File: src/rtl/branch_target_id.sv
// branch_target_id
//   ID-stage branch-target unit. Extends the branch immediate (sign or zero),
//   scales it by SHIFT, adds it to the sequential PC and delivers the offset,
//   the target and a wrap flag through a PIPE-deep (1 or 2) valid-tagged
//   pipeline with stall/flush control.
// Ports:
//   clk, rst_n            clock, asynchronous active-low reset
//   in_valid, is_branch   input qualifier and branch tag
//   sign_mode             1 = sign-extend imm, 0 = zero-extend
//   imm, pc_next          raw immediate, PC of the following instruction
//   stall, flush          hold all stages / invalidate all stages (flush wins)
//   out_valid, out_is_branch, out_offset, out_target, out_wrap
//                         registered results
module branch_target_id #(
  parameter int IMM_W  = 16,
  parameter int DATA_W = 32,
  parameter int ADDR_W = 32,
  parameter int SHIFT  = 0,
  parameter int PIPE   = 2
) (
  input  logic              clk,
  input  logic              rst_n,
  input  logic              in_valid,
  input  logic              is_branch,
  input  logic              sign_mode,
  input  logic [IMM_W-1:0]  imm,
  input  logic [ADDR_W-1:0] pc_next,
  input  logic              stall,
  input  logic              flush,
  output logic              out_valid,
  output logic              out_is_branch,
  output logic [DATA_W-1:0] out_offset,
  output logic [ADDR_W-1:0] out_target,
  output logic              out_wrap
);

  // Two guard bits hold the exact sum: range is [-2^(ADDR_W-1), 2^(ADDR_W+1)-2].
  localparam int SUM_W = ADDR_W + 2;

  logic [DATA_W-1:0] ext;
  logic [DATA_W-1:0] offset_in;

  always_comb begin
    ext       = sign_mode ? DATA_W'($signed(imm)) : DATA_W'(imm);
    offset_in = ext << SHIFT;
  end

  // Operands seen by the adder: stage-1 registers for PIPE=2, raw inputs for PIPE=1.
  logic              f_valid;
  logic              f_branch;
  logic              f_sign;
  logic [ADDR_W-1:0] f_pc;
  logic [DATA_W-1:0] f_offset;

  if (PIPE == 2) begin : g_stage1
    logic              s1_valid_q,  s1_valid_d;
    logic              s1_branch_q, s1_branch_d;
    logic              s1_sign_q,   s1_sign_d;
    logic [ADDR_W-1:0] s1_pc_q,     s1_pc_d;
    logic [DATA_W-1:0] s1_offset_q, s1_offset_d;

    always_comb begin
      s1_valid_d  = s1_valid_q;
      s1_branch_d = s1_branch_q;
      s1_sign_d   = s1_sign_q;
      s1_pc_d     = s1_pc_q;
      s1_offset_d = s1_offset_q;
      if (!stall) begin
        s1_branch_d = is_branch;
        s1_sign_d   = sign_mode;
        s1_pc_d     = pc_next;
        s1_offset_d = offset_in;
      end
      if (flush)       s1_valid_d = 1'b0;
      else if (!stall) s1_valid_d = in_valid;
    end

    always_ff @(posedge clk or negedge rst_n) begin
      if (!rst_n) begin
        s1_valid_q  <= 1'b0;
        s1_branch_q <= 1'b0;
        s1_sign_q   <= 1'b0;
        s1_pc_q     <= '0;
        s1_offset_q <= '0;
      end else begin
        s1_valid_q  <= s1_valid_d;
        s1_branch_q <= s1_branch_d;
        s1_sign_q   <= s1_sign_d;
        s1_pc_q     <= s1_pc_d;
        s1_offset_q <= s1_offset_d;
      end
    end

    always_comb begin
      f_valid  = s1_valid_q;
      f_branch = s1_branch_q;
      f_sign   = s1_sign_q;
      f_pc     = s1_pc_q;
      f_offset = s1_offset_q;
    end
  end else begin : g_direct
    always_comb begin
      f_valid  = in_valid;
      f_branch = is_branch;
      f_sign   = sign_mode;
      f_pc     = pc_next;
      f_offset = offset_in;
    end
  end

  logic [ADDR_W-1:0] off_a;
  logic [SUM_W-1:0]  pc_e;
  logic [SUM_W-1:0]  off_e;
  logic [SUM_W-1:0]  sum;
  logic [ADDR_W-1:0] target_c;
  logic              wrap_c;

  always_comb begin
    off_a    = f_offset[ADDR_W-1:0];
    pc_e     = SUM_W'(f_pc);
    off_e    = f_sign ? SUM_W'($signed(off_a)) : SUM_W'(off_a);
    sum      = pc_e + off_e;
    target_c = sum[ADDR_W-1:0];
    // Negative sum sets the top guard bit; >= 2^ADDR_W sets bit ADDR_W.
    wrap_c   = |sum[SUM_W-1:ADDR_W];
  end

  logic              out_valid_q,  out_valid_d;
  logic              out_branch_q, out_branch_d;
  logic [DATA_W-1:0] out_offset_q, out_offset_d;
  logic [ADDR_W-1:0] out_target_q, out_target_d;
  logic              out_wrap_q,   out_wrap_d;

  always_comb begin
    out_valid_d  = out_valid_q;
    out_branch_d = out_branch_q;
    out_offset_d = out_offset_q;
    out_target_d = out_target_q;
    out_wrap_d   = out_wrap_q;
    if (!stall) begin
      out_branch_d = f_branch;
      out_offset_d = f_offset;
      out_target_d = target_c;
      out_wrap_d   = wrap_c;
    end
    if (flush)       out_valid_d = 1'b0;
    else if (!stall) out_valid_d = f_valid;
  end

  always_ff @(posedge clk or negedge rst_n) begin
    if (!rst_n) begin
      out_valid_q  <= 1'b0;
      out_branch_q <= 1'b0;
      out_offset_q <= '0;
      out_target_q <= '0;
      out_wrap_q   <= 1'b0;
    end else begin
      out_valid_q  <= out_valid_d;
      out_branch_q <= out_branch_d;
      out_offset_q <= out_offset_d;
      out_target_q <= out_target_d;
      out_wrap_q   <= out_wrap_d;
    end
  end

  assign out_valid     = out_valid_q;
  assign out_is_branch = out_branch_q;
  assign out_offset    = out_offset_q;
  assign out_target    = out_target_q;
  assign out_wrap      = out_wrap_q;

endmodule

File: config.mk
export PLATFORM = sky130hd
export DESIGN_NAME = branch_target_id
export DESIGN_NICKNAME = d
export VERILOG_FILES = /design/src/rtl/branch_target_id.sv
export SDC_FILE = /design/constraint.sdc
export NUM_CORES = 1
export LEC_CHECK = 0
export CORE_AREA = 4 4 117 119
export CTS_CLUSTER_SIZE = 28
export DETAILED_ROUTE_END_ITERATION = 10
export DIE_AREA = 0 0 121 123
export HOLD_SLACK_MARGIN = 0.05
export PLACE_DENSITY_LB_ADDON = 0.15
export SLEW_MARGIN = 20
export SYNTH_ARGS = -nofsm -noshare
export SYNTH_HDL_FRONTEND = slang
export SYNTH_SLANG_ARGS = --single-unit
File: constraint.sdc
create_clock -name clk -period 2.91 [get_ports clk]
set_clock_uncertainty 0.15 [all_clocks]
set_input_delay 0.4365 -clock clk [delete_from_list [all_inputs] [get_ports clk]]
set_output_delay 0.4365 -clock clk [all_outputs]
set_load 0.02 [all_outputs]
==> results.json <==
{
  "hold_path_cell_cnt": 2,
  "ys_cells": 546,
  "root_buffer_cell": "sky130_fd_sc_hd__clkbuf_16",
  "critical_path_required_ns": 2.99,
  "chip_footprint_mm2": 0.0149,
  "setup_repair_after_global_routing_missed_its_margin": "false",
  "postCtsSetupRepairBufs": 3,
  "synth_async_sr_flop_share_pct": 100,
  "grt_pass1_vias": 4753,
  "cts_buffers": 9,
  "clkSlewWorstSetupHoldPaths_ns": 0.07,
  "crit_family": "AND-OR/OR-AND gates",
  "synth_area_mm2": 0.00582,
  "non_clock_buffer_share_pct": 19.3,
  "relative_max_transition_margin_pct": 55.9,
  "pwr_density_cell_mw_per_mm2": 651,
  "hold-path-endpoint": "out_target[15]",
  "max-cap-violations": 0,
  "synth.distinct_cells": 57,
  "grt.overflow.total": 0,
  "fillerInstances": 1070,
  "worst_r2r_startpoint": "f_pc[1]",
  "irDropWorstVdd_uv": 449,
  "crit-reg2reg-capture": "out_target[27]",
  "postSynth.topFlopCell": "sky130_fd_sc_hd__dfrtp_1",
  "finalNetCount": 766,
  "drt-initial-drc-count": 155,
  "synth_compound_gate_area_share_pct": 16.6,
  "final.period_utilization_pct": 95.0,
  "setup-violations-final": 0,
  "yosysSeqAreaShare_pct": 44.7,
  "grt_start_max_net_pins": 56,
  "dpl_worst_slack_ns": -0.0405,
  "final.signal_inverter_count": 7,
  "timing.reg2reg.worst_path_depth": 9,
  "clock_tree_area_fraction_pct": 3.92,
  "gp_routability_congestion": 0.867,
  "area_growth_pct": 32.0,
  "rows": 41,
  "start_kind": "register",
  "path_buffers": 1,
  "cell_count_after_synthesis": 546,
  "yosys.area.top_type_share_pct": 44.7,
  "critical_path_arrival_ns": 2.84,
  "numSynthFlops": 104,
  "dp_hpwl_um": 10400,
  "cts_hold_buf": 1,
  "top_level_ports": 122,
  "grt_pass1_wl_um": 22900,
  "tally_of_buffers_added_on_design_ports": 121,
  "initCoreUtil_pct": 46.3,
  "critical_path_class": "register to register",
  "fmax_ghz": 0.362,
  "yosys.area_share.xor_xnor_pct": 3.46,
  "clock_latency_ns": 0.37,
  "warning_count": 27,
  "crit_path_max_fanout": 4,
  "post_synth_main_area_contributors": "sky130_fd_sc_hd__dfrtp_1 45%, sky130_fd_sc_hd__mux2_2 14%, sky130_fd_sc_hd__ha_1 6.9%",
  "worst-slew-pin-transition_ns": 0.661,
  "drt-total-wl_um": 13800,
  "synthesis.nets": 634,
  "finalWorstSetupSlack_ns": 0.144,
  "floorplan.core_area_mm2": 0.0126,
  "yosys_stat_area_mm2": 0.00582,
  "holdCritPathClass": "register to register",
  "syn_area_per_cell_um2": 10.7,
  "ctsHtreeMaxLevel": 3,
  "vertical_die_size_um": 123,
  "drive_gt1_share_pct": 21.2,
  "cts_tree": "done",
  "sh_comb_area_pct": 39.8,
  "ys_top_cells_by_count": "104 x sky130_fd_sc_hd__dfrtp_1, 70 x sky130_fd_sc_hd__mux2_2, 51 x sky130_fd_sc_hd__nand2_1",
  "detailroute.via_count": 4573,
  "grt_busiest_layer": "met2",
  "clk_path_buf_depth": 2,
  "post-synth-top-area-cell": "sky130_fd_sc_hd__dfrtp_1",
  "status": "complete, no violations",
  "ys_warn_count": 0,
  "synth-simple-area-share_pct": 9.99,
  "antenna_found_initial": 0,
  "enable_flop_cells": 0,
  "critPathMaxStageDelay_ns": 0.42,
  "final.clkbuf_count": 9,
  "fin_crit_ns": 2.77,
  "cts_repair_resize_count": 4,
  "non_clock_buffers": 156,
  "post-synth-top-count-cell": "sky130_fd_sc_hd__dfrtp_1",
  "instances_no_fill": 855,
  "flops": 104,
  "holdCritStartpoint": "out_target[15]",
  "p_leak_nw": 3.24,
  "drt_pre_antenna_iters": 5,
  "worstPathCellList": "ha_1 -> a211oi_1 -> nor4_1 -> nor2_1 -> buf_4 -> nand3_1 -> a31o_2 -> a2111oi_0 -> a211oi_1",
  "ys_top_logic_family": "AND-OR/OR-AND gates",
  "layout_top_cells_excl_fill_tap": "119 x sky130_fd_sc_hd__clkdlybuf4s50_1, 103 x sky130_fd_sc_hd__dfrtp_1, 70 x sky130_fd_sc_hd__mux2_2, 51 x sky130_fd_sc_hd__nand2_1, 42 x sky130_fd_sc_hd__o21ai_0",
  "count_of_pins_over_their_slew_limit": 0,
  "antenna_cells": 0,
  "layout_top_cell": "sky130_fd_sc_hd__clkdlybuf4s50_1",
  "drc": 0,
  "cp_common_cell": "sky130_fd_sc_hd__a211oi_1",
  "largest_cell_class": "logic gates",
  "setup.reg_to_reg.worst_slack_ns": 0.14,
  "numPlacedInstances": 835,
  "timing_hold_violations_final": 0,
  "grt_util_met1_pct": 23.8,
  "synth_adder_area_share_pct": 7.22,
  "tapcell.inserted": 172,
  "antenna_left": 0,
  "mux_area_share_pct": 14.2,
  "detail_route.vias_per_cell": 5.35,
  "floorplan.die.width_um": 121,
  "comb_area_mm2": 0.00306,
  "cts_sinks": 104,
  "cpMaxStageDelayCell": "sky130_fd_sc_hd__dfrtp_1",
  "nMultiInputCombCells": 400,
  "category_of_the_worst_setup_path_capture_point": "register"
}
[how the worst max path moves through the flow]
stage,from,endpoint,slack (ns),depth (start not counted)
after detailed placement,f_pc[0],out_target[28],-0.04,9
after global placement,f_offset[0],out_target[28],0.03,9
final,f_pc[1],out_target[27],0.14,9
after global routing,f_offset[0],out_target[26],0.005,9
after floorplan,f_pc[0],out_target[28],0.15,9
after CTS,f_pc[0],out_target[28],-0.02,9
[report_power, final]
part / internal, mW / total, mW / leakage [nW] / switching, mW
Clock: 0.676 / 1.26 / 0.148 / 0.580
Combinational: 0.923 / 1.90 / 1.86 / 0.977
Sequential: 1.69 / 1.85 / 1.23 / 0.158
[metrics by stage]
| step | TNS (ns) | total power, mW | hold slack, ns | utilization (%) | cell area (µm²) |
|---|---|---|---|---|---|
| after floorplan | 0 | 2.96 | -0.00909 | - | 5820 |
| after global placement | 0 | 3.71 | 0.316 | 58.0 | 7300 |
| after detailed placement | -0.0405 | 3.75 | 0.327 | 58.0 | 7300 |
| after CTS | -0.0248 | 5.04 | 0.343 | 60.8 | 7650 |
| after global routing | 0 | 5.30 | 0.374 | 61.2 | 7690 |
| final | 0 | 5.00 | 0.334 | 61.2 | 7690 |
[logic make-up after synthesis]
| group | after synthesis |
|---|---|
| compound gates | 146 |
| simple gates | 124 |
| flops | 104 |
| mux | 74 |
| buf+inv | 42 |
| fa+ha+maj | 33 |
| xor+xnor | 23 |
[metal layers]
| layer | routed length, µm | part of all wire, % |
|---|---|---|
| met1 | 5920 | 43 |
| met2 | 6590 | 48 |
| met5 | 0 | 0 |
| met4 | 333 | 2.4 |
| met3 | 923 | 6.7 |
[state kept, by name, summed over array words and instances, names as in the netlist]
signal         cells
out_is_branch      1
out_valid          1
out_offset        17
f_valid            1
f_offset          17
out_target        32
f_sign             1
out_wrap           1
f_branch           1
f_pc              32
registers.png
Other sequential cells in the stronger grey, the rest of the logic in the fainter grey.
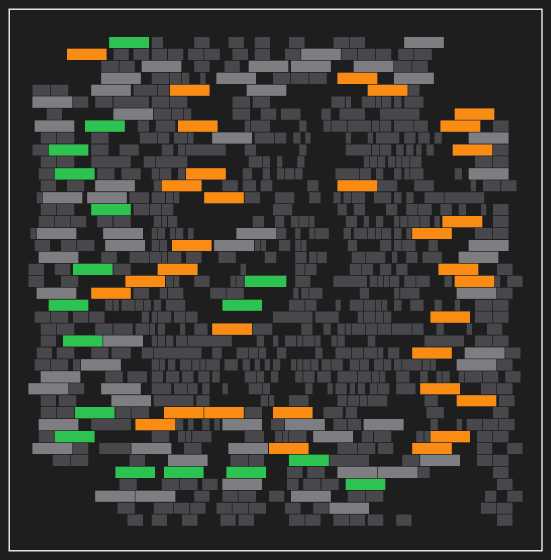
- green: f_offset (placed flops 17)
- orange: out_target (placed flops 32)
Seq/total area: 33.9%
utilization after layout: 61.2%
Sequential Power: 1.85 mW
area taken by flip-flops and latches: 0.00260 mm²

cell_classes.png
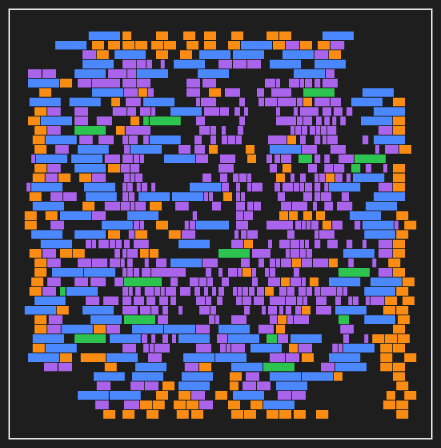
- blue: flip-flops (cells 104; share of their area 35%)
- green: clock drivers and dummy loads (cells 16; share of their area 4.0%)
- purple: all other logic (cells 407; share of their area 41%)
- orange: other buffers and delay cells (cells 156; share of their area 20%)

final_congestion.png
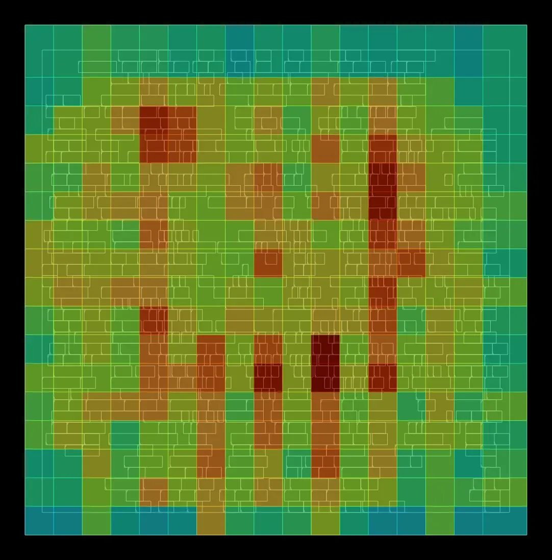
global router's overall resource usage: 19.5%
met3 track demand over resource: 6.08%
detailed-route wire length per cell: 16.1 µm
met2 usage in global routing: 31.8%

No activity file was given, so power comes from the tool's default toggle rates.
